--- src/rtl/lcd_readback_if.sv ---
// Host-side handshake for the LCD display-RAM readback block.
// The game logic drives the request side; the readback block returns the byte.
interface lcd_readback_if;
  logic       req;
  logic [2:0] page;
  logic [6:0] col;
  logic       rdy;
  logic [7:0] rd_data;
  logic       rd_valid;
  logic       err;

  modport master (
    output req, page, col,
    input  rdy, rd_data, rd_valid, err
  );

  modport slave (
    input  req, page, col,
    output rdy, rd_data, rd_valid, err
  );
endinterface

--- src/rtl/lcd_readback.sv ---
// Reads one display-RAM byte back from a dual-controller (CS1/CS2) 128x64
// KS0108-style panel. Sequence per request: for each of SET_PAGE, SET_COL,
// DUMMY_READ and DATA_READ, poll the busy flag until clear, then perform the
// access. Every bus output is a flop, so E is a clean registered strobe.
module lcd_readback #(
  parameter int unsigned POLL_MAX = 255  // busy polls allowed per op, 1..255
) (
  input  logic       LCD_CLK,
  input  logic       RESET,
  lcd_readback_if.slave host,
  input  logic [7:0] LCD_DATA_IN,
  output logic [7:0] LCD_DATA_OUT,
  output logic       LCD_DATA_OE,
  output logic       LCD_ENABLE,
  output logic       LCD_RW,
  output logic       LCD_DI,
  output logic       LCD_CS1,
  output logic       LCD_CS2
);

  typedef enum logic [2:0] {
    IDLE  = 3'd0,
    SETUP = 3'd1,
    E_HI1 = 3'd2,
    E_HI2 = 3'd3,
    CHECK = 3'd4,
    DONE  = 3'd5
  } state_t;

  typedef enum logic [1:0] {
    OP_SET_PAGE   = 2'd0,
    OP_SET_COL    = 2'd1,
    OP_DUMMY_READ = 2'd2,
    OP_DATA_READ  = 2'd3
  } op_t;

  typedef enum logic {
    PH_POLL   = 1'b0,
    PH_ACCESS = 1'b1
  } phase_t;

  localparam logic [7:0] POLL_LIMIT = 8'(POLL_MAX);

  // Sequencer context
  state_t     state_q,    state_d;
  op_t        op_q,       op_d;
  phase_t     phase_q,    phase_d;
  logic [7:0] poll_cnt_q, poll_cnt_d;
  logic [2:0] page_q,     page_d;
  logic [6:0] col_q,      col_d;
  logic       busy_q,     busy_d;

  // Registered outputs
  logic       rdy_q,      rdy_d;
  logic [7:0] rd_data_q,  rd_data_d;
  logic       rd_valid_q, rd_valid_d;
  logic       err_q,      err_d;
  logic       e_q,        e_d;
  logic       rw_q,       rw_d;
  logic       di_q,       di_d;
  logic       cs1_q,      cs1_d;
  logic       cs2_q,      cs2_d;
  logic       oe_q,       oe_d;
  logic [7:0] dout_q,     dout_d;

  // Next-state logic: walks poll/access phases of the four ops.
  always_comb begin
    // NOTE: every signal assigned here gets a default first, so no path
    // through the case statement can leave one unassigned and infer a latch.
    state_d    = state_q;
    op_d       = op_q;
    phase_d    = phase_q;
    poll_cnt_d = poll_cnt_q;
    page_d     = page_q;
    col_d      = col_q;
    busy_d     = busy_q;
    rd_data_d  = rd_data_q;
    err_d      = 1'b0;

    case (state_q)
      IDLE: begin
        if (host.req) begin
          page_d     = host.page;
          col_d      = host.col;
          op_d       = OP_SET_PAGE;
          phase_d    = PH_POLL;
          poll_cnt_d = 8'd0;
          state_d    = SETUP;
        end
      end

      SETUP: state_d = E_HI1;

      E_HI1: state_d = E_HI2;

      E_HI2: begin
        // Read data is taken at the edge that ends the E-high window.
        if (phase_q == PH_POLL) begin
          busy_d  = LCD_DATA_IN[7];
          state_d = CHECK;
        end else if (op_q == OP_DATA_READ) begin
          rd_data_d = LCD_DATA_IN;
          state_d   = DONE;
        end else begin
          op_d       = op_t'(op_q + 2'd1);
          phase_d    = PH_POLL;
          poll_cnt_d = 8'd0;
          state_d    = SETUP;
        end
      end

      CHECK: begin
        if (!busy_q) begin
          phase_d = PH_ACCESS;
          state_d = SETUP;
        end else begin
          poll_cnt_d = poll_cnt_q + 8'd1;
          if (poll_cnt_d == POLL_LIMIT) begin
            // Panel never came ready: abort, leave rd_data untouched.
            err_d   = 1'b1;
            state_d = DONE;
          end else begin
            state_d = SETUP;
          end
        end
      end

      DONE: state_d = IDLE;

      default: state_d = IDLE;
    endcase
  end

  // Output decode from the next state, so the output flops line up with state.
  always_comb begin
    rdy_d      = 1'b0;
    rd_valid_d = 1'b0;
    e_d        = 1'b0;
    rw_d       = 1'b1;
    di_d       = 1'b0;
    cs1_d      = 1'b0;
    cs2_d      = 1'b0;
    oe_d       = 1'b0;
    dout_d     = 8'h00;

    case (state_d)
      IDLE: rdy_d = 1'b1;

      DONE: rd_valid_d = 1'b1;

      SETUP, E_HI1, E_HI2, CHECK: begin
        // Control lines hold through SETUP, both E-high cycles and CHECK.
        cs1_d = ~col_d[6];
        cs2_d =  col_d[6];
        e_d   = (state_d == E_HI1) || (state_d == E_HI2);
        if (phase_d == PH_POLL) begin
          rw_d = 1'b1;
          di_d = 1'b0;
        end else begin
          case (op_d)
            OP_SET_PAGE: begin
              rw_d   = 1'b0;
              oe_d   = 1'b1;
              dout_d = {5'b10111, page_d};
            end
            OP_SET_COL: begin
              rw_d   = 1'b0;
              oe_d   = 1'b1;
              dout_d = {2'b01, col_d[5:0]};
            end
            default: begin
              // Dummy and data reads: bus released, data register selected.
              rw_d = 1'b1;
              di_d = 1'b1;
            end
          endcase
        end
      end

      default: rdy_d = 1'b0;
    endcase
  end

  // State and output registers with synchronous reset.
  always_ff @(posedge LCD_CLK) begin
    // NOTE: sequential state uses non-blocking assignments so every flop
    // samples the pre-edge values, independent of statement order.
    if (RESET) begin
      state_q    <= IDLE;
      op_q       <= OP_SET_PAGE;
      phase_q    <= PH_POLL;
      poll_cnt_q <= 8'd0;
      page_q     <= 3'd0;
      col_q      <= 7'd0;
      busy_q     <= 1'b0;
      rdy_q      <= 1'b1;
      rd_data_q  <= 8'h00;
      rd_valid_q <= 1'b0;
      err_q      <= 1'b0;
      e_q        <= 1'b0;
      rw_q       <= 1'b1;
      di_q       <= 1'b0;
      cs1_q      <= 1'b0;
      cs2_q      <= 1'b0;
      oe_q       <= 1'b0;
      dout_q     <= 8'h00;
    end else begin
      state_q    <= state_d;
      op_q       <= op_d;
      phase_q    <= phase_d;
      poll_cnt_q <= poll_cnt_d;
      page_q     <= page_d;
      col_q      <= col_d;
      busy_q     <= busy_d;
      rdy_q      <= rdy_d;
      rd_data_q  <= rd_data_d;
      rd_valid_q <= rd_valid_d;
      err_q      <= err_d;
      e_q        <= e_d;
      rw_q       <= rw_d;
      di_q       <= di_d;
      cs1_q      <= cs1_d;
      cs2_q      <= cs2_d;
      oe_q       <= oe_d;
      dout_q     <= dout_d;
    end
  end

  assign host.rdy      = rdy_q;
  assign host.rd_data  = rd_data_q;
  assign host.rd_valid = rd_valid_q;
  assign host.err      = err_q;

  assign LCD_ENABLE   = e_q;
  assign LCD_RW       = rw_q;
  assign LCD_DI       = di_q;
  assign LCD_CS1      = cs1_q;
  assign LCD_CS2      = cs2_q;
  assign LCD_DATA_OE  = oe_q;
  assign LCD_DATA_OUT = dout_q;

endmodule
--- src/flat_wrapper.sv ---
// flat-port wrapper written by rule: the top's interface ports become plain ports
module lcd_readback_flat 
#(
  parameter int unsigned POLL_MAX = 255                                      
)
  (LCD_CLK, RESET, LCD_DATA_IN, LCD_DATA_OUT, LCD_DATA_OE, LCD_ENABLE, LCD_RW, LCD_DI, LCD_CS1, LCD_CS2, host_req, host_page, host_col, host_rdy, host_rd_data, host_rd_valid, host_err);
  lcd_readback_if host_i ();
  input  logic LCD_CLK;
  input  logic RESET;
  input  logic [7:0] LCD_DATA_IN;
  output logic [7:0] LCD_DATA_OUT;
  output logic LCD_DATA_OE;
  output logic LCD_ENABLE;
  output logic LCD_RW;
  output logic LCD_DI;
  output logic LCD_CS1;
  output logic LCD_CS2;
  input wire logic [$bits(host_i.req)-1:0] host_req;
  input wire logic [$bits(host_i.page)-1:0] host_page;
  input wire logic [$bits(host_i.col)-1:0] host_col;
  output wire logic [$bits(host_i.rdy)-1:0] host_rdy;
  output wire logic [$bits(host_i.rd_data)-1:0] host_rd_data;
  output wire logic [$bits(host_i.rd_valid)-1:0] host_rd_valid;
  output wire logic [$bits(host_i.err)-1:0] host_err;
  assign host_i.req = host_req;
  assign host_i.page = host_page;
  assign host_i.col = host_col;
  assign host_rdy = host_i.rdy;
  assign host_rd_data = host_i.rd_data;
  assign host_rd_valid = host_i.rd_valid;
  assign host_err = host_i.err;
  lcd_readback #(.POLL_MAX(POLL_MAX)) u_core (.LCD_CLK(LCD_CLK), .RESET(RESET), .host(host_i), .LCD_DATA_IN(LCD_DATA_IN), .LCD_DATA_OUT(LCD_DATA_OUT), .LCD_DATA_OE(LCD_DATA_OE), .LCD_ENABLE(LCD_ENABLE), .LCD_RW(LCD_RW), .LCD_DI(LCD_DI), .LCD_CS1(LCD_CS1), .LCD_CS2(LCD_CS2));
endmodule
--- config.mk ---
export PLATFORM = sky130hd
export DESIGN_NAME = lcd_readback_flat
export DESIGN_NICKNAME = d
export VERILOG_FILES = /design/src/rtl/lcd_readback_if.sv /design/src/rtl/lcd_readback.sv /design/src/flat_wrapper.sv
export SDC_FILE = /design/constraint.sdc
export NUM_CORES = 1
export LEC_CHECK = 0
export ABC_AREA = 0
export ABC_CLOCK_PERIOD_IN_PS = 2800
export CAP_MARGIN = 40
export CORE_ASPECT_RATIO = 0.5
export CORE_MARGIN = 2
export CORE_UTILIZATION = 50
export DETAILED_ROUTE_END_ITERATION = 6
export GPL_ROUTABILITY_DRIVEN = 0
export PLACE_DENSITY_LB_ADDON = 0.08
export SETUP_SLACK_MARGIN = 0.1
export SLEW_MARGIN = 20
export SYNTH_ARGS = -nofsm -noshare
export SYNTH_HDL_FRONTEND = slang
export SYNTH_SLANG_ARGS = --single-unit
--- constraint.sdc ---
create_clock -name LCD_CLK -period 2.8 [get_ports LCD_CLK]
set_input_delay 0.42 -clock LCD_CLK [delete_from_list [all_inputs] [get_ports LCD_CLK]]
set_output_delay 0.42 -clock LCD_CLK [all_outputs]
set_load 0.02 [all_outputs]
run_1/pdn.png
Scale: 4 px per micron. Pins as bars on the die edge.
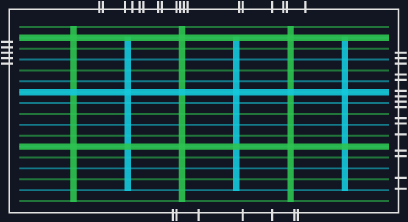
Key: green = VSS; cyan = VDD
6 straps on met4. 17 met1 rails follow the rows.
die height: 50.5 microns
die width: 96.9 microns
core area: 0.00402 sq mm

run_1/cell_classes.png
Scale: 4 px per micron. Fill, decap, tap and diode cells in gray.
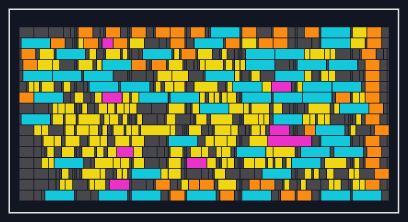
Key: orange = other buffers and delay cells [cells 48]; cyan = flip-flops [cells 50]; yellow = all other logic [cells 173]; magenta = clock drivers and dummy loads [cells 8]
row cnt: 16
design area: 0.00277 sq mm
Seq/total area: 0.362
Final Util: 0.688

==> results.sh, run 1 <==
# yosys + openroad results
export IMPL_status="finished clean"
export IMPL_grt_pass1_wl_mm=7.73
export IMPL_cts_resized=0
export IMPL_adder_share=0.0116
export IMPL_ys_ff=50
export IMPL_wl_met2_mm=2.01
export IMPL_p_comb_frac=0.124
export IMPL_cts_buffer_depth=2
export IMPL_ys_sh_simple=0.242
export IMPL_crit_fanout=9
export IMPL_ys_warn_count=0
export IMPL_rsz0062_at_grt="no"
export IMPL_drc=0
export IMPL_worst_slack_ns=0.491
export IMPL_nClkBuffers=5
export IMPL_top_usage_layer="met2"
export IMPL_fin_tns_setup_ns=0
export IMPL_clkSinkCount=50
export IMPL_p_sw_mw=0.367
export IMPL_non_clock_buffer_area_share=0.171
export IMPL_drive_gt1_frac=0.122
export IMPL_skew_ns=0.00704
export IMPL_timing_critical_path_from="u_core.poll_cnt_q[1]"
export IMPL_met1_usage=0.237
export IMPL_reg2reg_depth=7
export IMPL_regArea_sq_mm=0.00100
export IMPL_final_nets=301
export IMPL_power_internal_mw=1.09
export IMPL_comb_share=0.392
export IMPL_largest_area_cell="dfxtp_1"
export IMPL_aoi_share=0.178
export IMPL_pin_count=46
export IMPL_io_buffers=45
export IMPL_fillers=347
export IMPL_wl_met1_mm=2.14
export IMPL_synthArstFlopShare=0
export IMPL_postRouteAntennaNets=0
export IMPL_maxUsedRoutingLayer="met4"
export IMPL_holdWs_ns=0.465
export IMPL_antennaDiodeCount=0
export IMPL_cts_tree="built"
export IMPL_mux_area_frac=0.0556
export IMPL_yosysChipArea_sq_mm=0.00216
export IMPL_p_seq_frac=0.514
export IMPL_ys_types=56
export IMPL_ys_top_cells_by_area="dfxtp_1 46%, nor2_1 7.0%, mux2i_1 5.6%, a21oi_1 4.4%, nor3_1 2.5%"
export IMPL_n_all_buffers=48
export IMPL_fmax_mhz=433
export IMPL_cp_arrival_ns=2.54
run_1/clock_map.png
Scale: 8 px per micron.
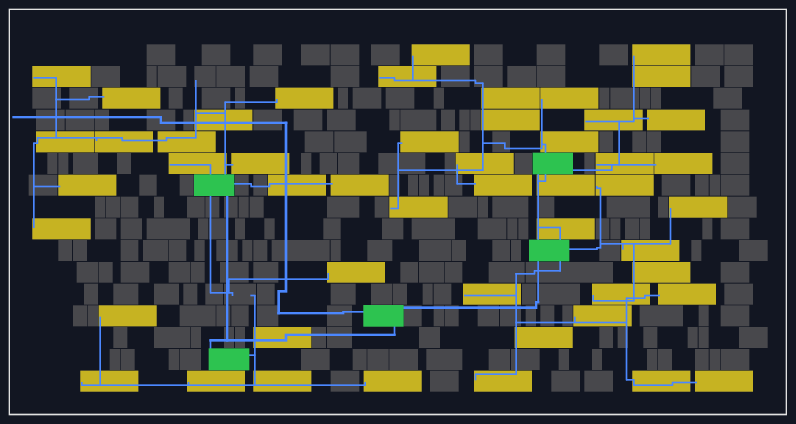
Key: blue = clock wires [length 581 microns]; green = cells driving clock nets [count 5]; yellow = flip-flops [count 50]
There are 6 routed clock nets. Position of the flops: spread over the die.

run_1/metal_stack.png
Scale: 4 px per micron. Only two layers are drawn.
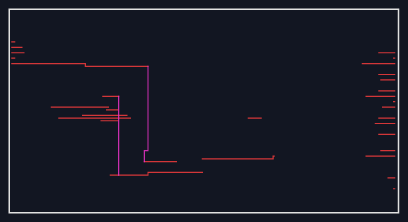
Key: magenta = met4 [wire length 44.4 microns]; red = met3 [wire length 208 microns]

## run 1: synthesized netlist by cell type (3+ instances only)
cell type,count
a2111oi_2,3
a21o_1,3
a21oi_1,19
a31oi_1,3
and3_1,4
buf_2,4
clkbuf_1,4
dfxtp_1,50
inv_1,6
mux2i_1,12
nand2_1,12
nand3_1,3
nor2_1,40
nor2_2,3
nor2b_1,3
nor3_1,11
o21ai_0,6
## run 1: power by group through the flow
stage | combinational, mW | sequential (mW) | clock (mW)
CTS | 0.183 | 0.750 | 0.539
global route | 0.200 | 0.754 | 0.565
floorplan | 0.108 | 0.773 | 0
global placement | 0.180 | 0.766 | 0
detailed placement | 0.182 | 0.767 | 0
finish | 0.181 | 0.751 | 0.528
run_1/final_placement.png
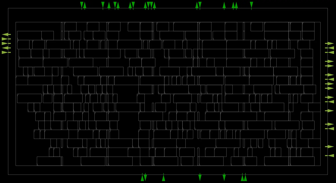

## Run 2: what changed since run 1
--- a/config.mk
+++ b/config.mk
@@ -6,11 +6,11 @@
 export NUM_CORES = 1
 export LEC_CHECK = 0
 export ABC_AREA = 0
-export ABC_CLOCK_PERIOD_IN_PS = 2800
+export ABC_CLOCK_PERIOD_IN_PS = 2100
 export CAP_MARGIN = 40
 export CORE_ASPECT_RATIO = 0.5
 export CORE_MARGIN = 2
-export CORE_UTILIZATION = 50
+export CORE_UTILIZATION = 45
 export DETAILED_ROUTE_END_ITERATION = 6
 export GPL_ROUTABILITY_DRIVEN = 0
 export PLACE_DENSITY_LB_ADDON = 0.08
==> constraint.sdc (replaced) <==
create_clock -name LCD_CLK -period 2.1 [get_ports LCD_CLK]
set_input_delay 0.315 -clock LCD_CLK [delete_from_list [all_inputs] [get_ports LCD_CLK]]
set_output_delay 0.315 -clock LCD_CLK [all_outputs]
set_load 0.02 [all_outputs]
run_2/final_placement.png
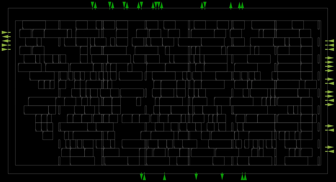
# fillers: 390
row cnt: 17
Flops: 50

run_2/metal_stack.png
Scale: 4 px per micron. Only two layers are drawn.
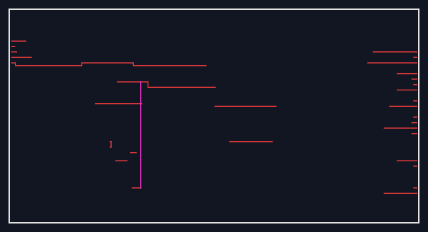
Key: red = met3 [wire length 200 microns]; magenta = met4 [wire length 26.5 microns]
vias after detailed routing: 1,829
drt total wl: 4.71 mm
WL per Instance: 13.1 microns

run_2/clock_map.png
Scale: 8 px per micron.
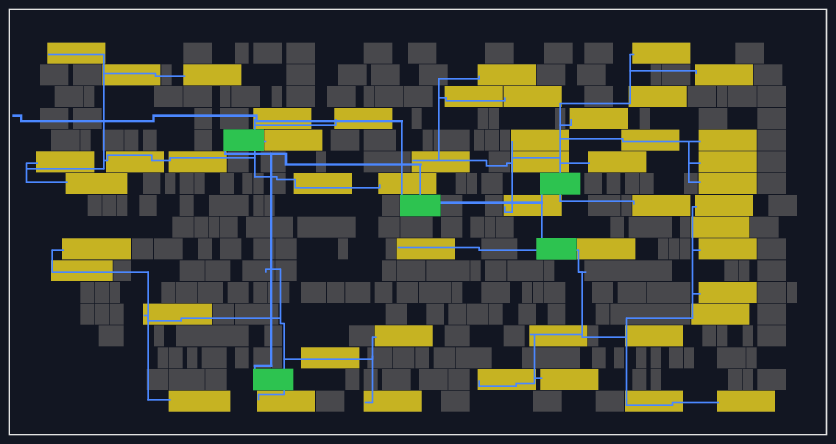
Key: yellow = flip-flops [count 50]; green = cells driving clock nets [count 5]; blue = clock wires [length 592 microns]
Position of the flops: spread over the die. There are 6 routed clock nets.
Latency at later pin: 0.31 ns
Clk. pwr: 0.706 mW
clock power share: 0.358
Fin Clk Skew: 0.00666 ns

==> results.sh, run 2 <==
# yosys + openroad results
export IMPL_top_usage_layer="met2"
export IMPL_final_nets=315
export IMPL_drive_gt1_frac=0.191
export IMPL_yosysChipArea_sq_mm=0.00216
export IMPL_postRouteAntennaNets=0
export IMPL_wl_met1_mm=2.35
export IMPL_ys_ff=50
export IMPL_ys_types=56
export IMPL_status="finished clean"
export IMPL_fmax_mhz=525
export IMPL_cts_buffer_depth=2
export IMPL_p_comb_mw=0.265
export IMPL_yosysMostFrequentCell="dfxtp_1"
export IMPL_ys_warn_count=0
export IMPL_holdWs_ns=0.461
export IMPL_p_seq_frac=0.507
export IMPL_cp_arrival_ns=2.13
export IMPL_synthArstFlopShare=0
export IMPL_largest_area_cell="dfxtp_1"
export IMPL_rsz0062_at_grt="yes"
export IMPL_dieHeight_microns=53.0
export IMPL_maxUsedRoutingLayer="met4"
export IMPL_met1_usage=0.240
export IMPL_drc=0
export IMPL_cts_tree="built"
export IMPL_ys_top_cells_by_area="dfxtp_1 46%, nor2_1 7.0%, mux2i_1 5.6%, a21oi_1 4.4%, nor3_1 2.5%"
export IMPL_wl_met2_mm=2.14
export IMPL_power_internal_mw=1.47
export IMPL_fin_tns_setup_ns=0
export IMPL_reg2reg_depth=6
==> run 2: cell counts after synthesis <==
No cell type changed its count.
==> run 2: kinds of logic after synthesis <==
logic type / count (synthesis) / synth area share
compound gates: 52 / 0.178
xor+xnor: 3 / 0.0156
fa+ha+maj: 2 / 0.0116
buf+inv: 17 / 0.0336
flops: 50 / 0.463
mux: 12 / 0.0556
simple gates: 98 / 0.242
==> run 2: repair_timing <==
action / CTS / global route
pin swaps: 1 / 5
gates resized: 5 / 9
endpoints found under the setup margin: 4 / 4
setup buffers: 0 / 2
==> run 2: cell type report <==
cell class | count | share of cell area
Sequential cell | 50 | 0.343
Clock buffer | 5 | 0.0233
Clock inverter | 3 | 0.0166
Tap cell | 66 | 0.0280
Timing Repair Buffer | 62 | 0.200
Multi-Input combinational cell | 167 | 0.381
Inverter | 6 | 0.00764
run_2/cell_classes.png
Scale: 4 px per micron. Fill, decap, tap and diode cells in gray.
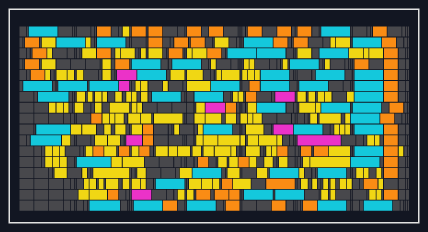

## Run 3: what changed since run 2
--- a/config.mk
+++ b/config.mk
@@ -14,6 +14,7 @@
 export DETAILED_ROUTE_END_ITERATION = 6
 export GPL_ROUTABILITY_DRIVEN = 0
 export PLACE_DENSITY_LB_ADDON = 0.08
+export REMOVE_ABC_BUFFERS = 1
 export SETUP_SLACK_MARGIN = 0.1
 export SLEW_MARGIN = 20
 export SYNTH_ARGS = -nofsm -noshare
run_3/cell_classes.png
Scale: 4 px per micron. Fill, decap, tap and diode cells in gray.
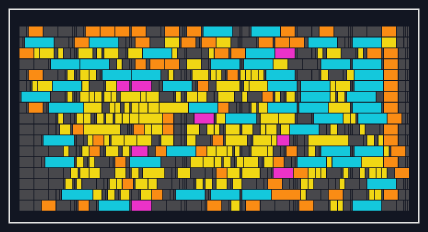
Key: orange = other buffers and delay cells [cells 67]; cyan = flip-flops [cells 50]; yellow = all other logic [cells 173]; magenta = clock drivers and dummy loads [cells 8]
design area: 0.00297 sq mm
core area: 0.00451 sq mm
Seq/total area: 0.340

run_3/pdn.png
Scale: 4 px per micron. Pins as bars on the die edge.
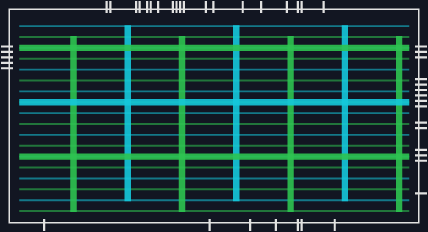
Key: cyan = VDD; green = VSS
18 met1 rails follow the rows. 46 signal pins sit on the boundary. The core has 17 rows. 7 straps on met4. 3 straps on met5.

==> results.sh, run 3 <==
# yosys + openroad results
export IMPL_p_comb_frac=0.143
export IMPL_dieWidth_microns=102
export IMPL_drc=0
export IMPL_wl_met1_mm=2.27
export IMPL_p_sw_mw=0.510
export IMPL_final_nets=320
export IMPL_wl_met2_mm=2.29
export IMPL_yosysChipArea_sq_mm=0.00216
export IMPL_holdWs_ns=0.471
export IMPL_rsz0062_at_grt="no"
export IMPL_reg2reg_depth=7
export IMPL_rows=17
export IMPL_pg_clk_mw=0.599
export IMPL_drive_gt1_frac=0.208
export IMPL_status="finished clean"
export IMPL_synthArstFlopShare=0
export IMPL_p_comb_mw=0.266
export IMPL_postRouteAntennaNets=0
export IMPL_dr_total_vias=1858
export IMPL_yosysMostFrequentCell="dfxtp_1"
export IMPL_skew_ns=0.00487
export IMPL_fmax_mhz=520
export IMPL_pin_count=46
export IMPL_ys_warn_count=0
export IMPL_fillers=390
export IMPL_ys_sh_simple=0.242
export IMPL_largest_area_cell="dfxtp_1"
export IMPL_p_seq_frac=0.536
export IMPL_fin_tns_setup_ns=0
export IMPL_cts_resized=4
run_3/final_placement.png
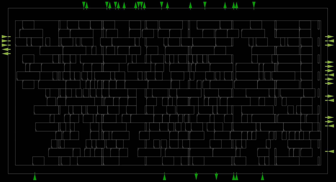
Tapcells: 66
fin cells: 364
Final Util: 0.659

run 3: cell count changes in the layout (fill, tap and decap cells not counted), sizes merged:
cell	before	now
bufinv	1	0
clkinv	0	2
clkinvlp	1	0
buf	17	22
run 3: layout make-up:
class | instances | area (sq um) | share of cell area
clock buffer | 5 | 68.8 | 0.0232
clock inverter | 3 | 28.8 | 0.00968
inverter | 6 | 22.5 | 0.00758
multi-input combinational | 167 | 1130 | 0.380
sequential | 50 | 1010 | 0.340
tap | 66 | 82.6 | 0.0278
timing repair buffer | 67 | 628 | 0.211
run 3: worst max-delay path, delay by kind of cell, from the launching register on:
family                 cells  cell delay (ns)
buffers and inverters      1             0.14
AND/OR/NAND/NOR            3             0.89
flip-flops                 1             0.35
XOR/XNOR                   1             0.18
AND-OR/OR-AND              2             0.29
Power is estimated from default activity; no workload was simulated.
